Fig. 1: metal 1
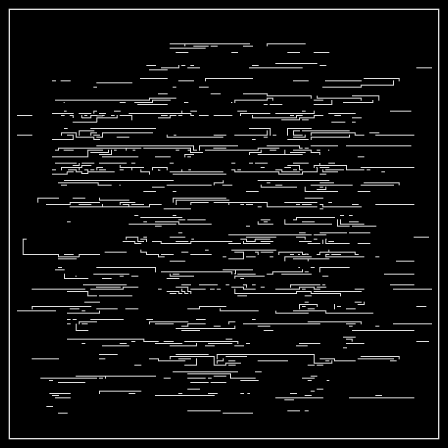
Fig. 2: metal 2
Scale bar: 20 um.
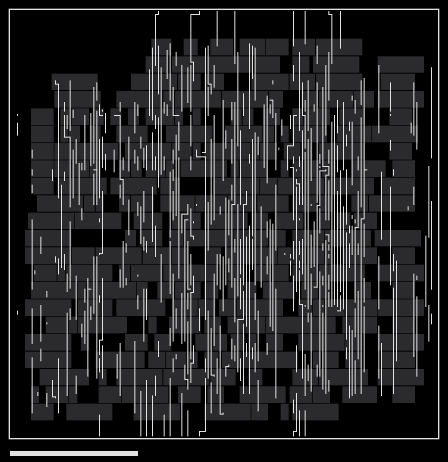
--- src/rtl/snn_pkg.sv ---
// Shared state encoding and byte constants for the SNN inference scheduler.
package snn_pkg;

    typedef enum logic [2:0] {
        LOAD,
        UNPACK,
        START,
        INFER,
        TX,
        WAIT_TX
    } sched_state_t;

    localparam logic [7:0] ASCII_ZERO = 8'h30;
    localparam logic [7:0] ERR_BYTE   = 8'hFF;

endpackage

--- src/rtl/snn_pix_unpack.sv ---
// Byte-to-pixel unpacker: loads one UART byte and shifts it out LSB first.
// last flags the eighth bit of the byte currently being shifted.
module snn_pix_unpack (
    input  logic       clk,
    input  logic       rst,
    input  logic       load,
    input  logic       shift,
    input  logic [7:0] data_i,
    output logic       bit_o,
    output logic       last
);

    logic [7:0] shreg_q;
    logic [2:0] cnt_q;

    always_ff @(posedge clk) begin
        if (rst) begin
            shreg_q <= '0;
            cnt_q   <= '0;
        end else if (load) begin
            shreg_q <= data_i;
            cnt_q   <= '0;
        end else if (shift) begin
            shreg_q <= {1'b0, shreg_q[7:1]};
            cnt_q   <= cnt_q + 3'd1;
        end
    end

    assign bit_o = shreg_q[0];
    assign last  = (cnt_q == 3'd7);

endmodule

--- src/rtl/snn_infer_sched.sv ---
// Sequencer for one SNN inference: UART bitmap -> input RAM -> snn_core -> UART digit.
// Optional inference watchdog enabled by defining SNN_SCHED_TIMEOUT_EN.
module snn_infer_sched
    import snn_pkg::*;
#(
    parameter int NUM_PIXELS  = 784,
    parameter int ADDR_W      = 10,
    parameter int TIMEOUT_CYC = 40000
) (
    input  logic              clk,
    input  logic              rst,
    input  logic              rx_rdy,
    input  logic [7:0]        rx_data,
    output logic              rx_clr_rdy,
    output logic [ADDR_W-1:0] ram_addr,
    output logic              ram_d,
    output logic              ram_we,
    input  logic [ADDR_W-1:0] core_addr,
    output logic              core_start,
    input  logic              core_done,
    input  logic [3:0]        core_digit,
    output logic              tx_start,
    output logic [7:0]        tx_data,
    input  logic              tx_done,
    output logic [3:0]        digit,
    output logic              busy
);

    localparam logic [ADDR_W-1:0] LAST_PTR = ADDR_W'(NUM_PIXELS - 1);

    // The watchdog counter is 16 bits wide; an empty named block marks a bad limit.
    if (TIMEOUT_CYC < 1 || TIMEOUT_CYC > 65536) begin : g_timeout_cfg_invalid
    end

    sched_state_t      state_q;
    logic [ADDR_W-1:0] pix_ptr_q;
    logic              rx_clr_q;
    logic              core_start_q;
    logic              tx_start_q;
    logic [7:0]        tx_data_q;
    logic [3:0]        digit_q;
    logic              pix_bit;
    logic              pix_last;
    logic              unpack_load;
    logic              unpack_shift;

`ifdef SNN_SCHED_TIMEOUT_EN
    localparam logic [15:0] WDOG_LIMIT = 16'(TIMEOUT_CYC - 1);
    logic [15:0] wdog_q;
`endif

    assign unpack_load  = (state_q == LOAD) && rx_rdy;
    assign unpack_shift = (state_q == UNPACK);

    snn_pix_unpack u_unpack (
        .clk    (clk),
        .rst    (rst),
        .load   (unpack_load),
        .shift  (unpack_shift),
        .data_i (rx_data),
        .bit_o  (pix_bit),
        .last   (pix_last)
    );

    always_ff @(posedge clk) begin
        if (rst) begin
            state_q      <= LOAD;
            pix_ptr_q    <= '0;
            rx_clr_q     <= 1'b0;
            core_start_q <= 1'b0;
            tx_start_q   <= 1'b0;
            tx_data_q    <= '0;
            digit_q      <= '0;
`ifdef SNN_SCHED_TIMEOUT_EN
            wdog_q       <= '0;
`endif
        end else begin
            rx_clr_q     <= 1'b0;
            core_start_q <= 1'b0;
            tx_start_q   <= 1'b0;
            case (state_q)
                LOAD: begin
                    if (rx_rdy) begin
                        rx_clr_q <= 1'b1;
                        state_q  <= UNPACK;
                    end
                end
                UNPACK: begin
                    pix_ptr_q <= pix_ptr_q + ADDR_W'(1);
                    if (pix_last) begin
                        // Post-increment pointer reaching NUM_PIXELS closes the frame.
                        if (pix_ptr_q == LAST_PTR) begin
                            core_start_q <= 1'b1;
                            state_q      <= START;
                        end else begin
                            state_q <= LOAD;
                        end
                    end
                end
                START: begin
                    pix_ptr_q <= '0;
`ifdef SNN_SCHED_TIMEOUT_EN
                    wdog_q    <= '0;
`endif
                    state_q   <= INFER;
                end
                INFER: begin
                    if (core_done) begin
                        digit_q    <= core_digit;
                        tx_data_q  <= ASCII_ZERO + {4'b0000, core_digit};
                        tx_start_q <= 1'b1;
                        state_q    <= TX;
                    end
`ifdef SNN_SCHED_TIMEOUT_EN
                    else if (wdog_q == WDOG_LIMIT) begin
                        tx_data_q  <= ERR_BYTE;
                        tx_start_q <= 1'b1;
                        state_q    <= TX;
                    end else begin
                        wdog_q <= wdog_q + 16'd1;
                    end
`endif
                end
                TX: begin
                    state_q <= WAIT_TX;
                end
                WAIT_TX: begin
                    if (tx_done) state_q <= LOAD;
                end
                default: state_q <= LOAD;
            endcase
        end
    end

    // During INFER the core owns the read address; RAM latency is the core's concern.
    assign ram_addr   = (state_q == INFER) ? core_addr : pix_ptr_q;
    assign ram_we     = (state_q == UNPACK);
    assign ram_d      = ram_we & pix_bit;
    assign rx_clr_rdy = rx_clr_q;
    assign core_start = core_start_q;
    assign tx_start   = tx_start_q;
    assign tx_data    = tx_data_q;
    assign digit      = digit_q;
    assign busy       = (state_q != LOAD);

endmodule
--- config.mk ---
export PLATFORM = sky130hd
export DESIGN_NAME = snn_infer_sched
export DESIGN_NICKNAME = d
export VERILOG_FILES = /design/src/rtl/snn_pkg.sv /design/src/rtl/snn_pix_unpack.sv /design/src/rtl/snn_infer_sched.sv
export SDC_FILE = /design/constraint.sdc
export NUM_CORES = 1
export LEC_CHECK = 0
export ABC_CLOCK_PERIOD_IN_PS = 1600
export CAP_MARGIN = 20
export CORE_MARGIN = 2
export CORE_UTILIZATION = 41
export DETAILED_ROUTE_END_ITERATION = 6
export HOLD_SLACK_MARGIN = 0.1
export PLACE_DENSITY = 0.77
export SLEW_MARGIN = 0
export SYNTH_ARGS = -nofsm -noshare
export SYNTH_HDL_FRONTEND = slang
export SYNTH_SLANG_ARGS = --single-unit
--- constraint.sdc ---
create_clock -name clk -period 1.6 [get_ports clk]
set_input_delay 0.32 -clock clk [delete_from_list [all_inputs] [get_ports clk]]
set_output_delay 0.32 -clock clk [all_outputs]
set_load 0.1 [all_outputs]
==> job_summary.md <==
## Synthesis and layout report

| Metric | Value |
|---|---|
| P_comb | approximately 420 uW |
| I/O pin cnt | 55 |
| DRT Pass-1 Iters | 4 |
| Status | finished, violations left |
| Kind of critical path | reg -> out |
| Internal | between 1000 and 1500 uW |
| Global routing's busiest layer | met2 |
| Power Total | 2010 uW |
| Largest register FFs | 10 |
| Worst EP arrival | 1.52 ns |
| CTS tree | done |
| Clock sink count | 32 |
| Min Tclk post-route | between 1.5 and 2 ns |
| Violated checks | negative setup slack |
| Worst Skew | slightly below 0.008 ns |
| Simple-gate area share of the yosys netlist | 0.235 |
| P_seq | around 840 uW |
| Setup slack after layout | -0.236 ns |
| Clock Path Buffers | 2 |
| Final HPWL DP | about 3100 um |
| Min-delay worst type | reg -> reg |
| Met1 Routed Length | around 1700 um |
| First-pass GRT wire length | just over 7000 um |
| Die Area | approximately 4500 um2 |
| Synth Cell Area | 1630 um2 |
| End of the critical path | ram_d |
| Final Wtd Congestion | 0.859 |
| Post-detailed-route count of antenna-violating nets | 0 |
| DRT iter0 DRCs | between 150 and 200 |
| Routed met2 length | between 2000 and 2500 um |
| YS warnings | 0 |
| Synth logic family | simple AND/OR/NAND/NOR gates |
| DR WL/cell | 14.9 um |
| Startpoint types | register |
| # setup viols final | 17 |
| Top Registers | pix_ptr_q: 10 flops, u_unpack.shreg_q: 8 flops |
| Root Buffer | clkbuf_8 |
| Worst reg2reg path startpoint | state_q[0] |
| Worst-path cell chain | or3b_4 > buf_6 > clkinv_8 > and2_4 > buf_12 |
## Picture notes: Fig. 1
The layer carries 1700 um of wire. The layer holds 37% of the routed length. The longest straight run is 17.0 um. 244 nets have wire on it.
final wirelength: 4530 um
met1 usage: 0.223

## Picture notes: Fig. 2
The wires run mostly vertical. The layer holds 54% of the routed length. The layer carries 2460 um of wire.
met2 usage: 0.387
via count: 1677

## cell type report
| cell class | count | area, um2 | share of cell area |
|---|---|---|---|
| repair buffers | 86 | 1070 | 0.366 |
| multi-input cells | 128 | 1010 | 0.345 |
| flip-flops and latches | 32 | 656 | 0.225 |
| clock buffers | 6 | 72.6 | 0.0249 |
| well taps | 48 | 60.1 | 0.0206 |
| clock inverters | 2 | 35.0 | 0.0120 |
| inverters | 2 | 20.0 | 0.00686 |
## per-stage QoR
stage          setup WS, ns   util
2_1_floorplan        -0.143      -
3_3_place_gp         -0.295  0.712
3_5_place_dp         -0.319  0.712
4_1_cts              -0.230  0.758
5_1_grt              -0.283  0.780
6_report             -0.236  0.780
No activity file was given, so power comes from the tool's default toggle rates.
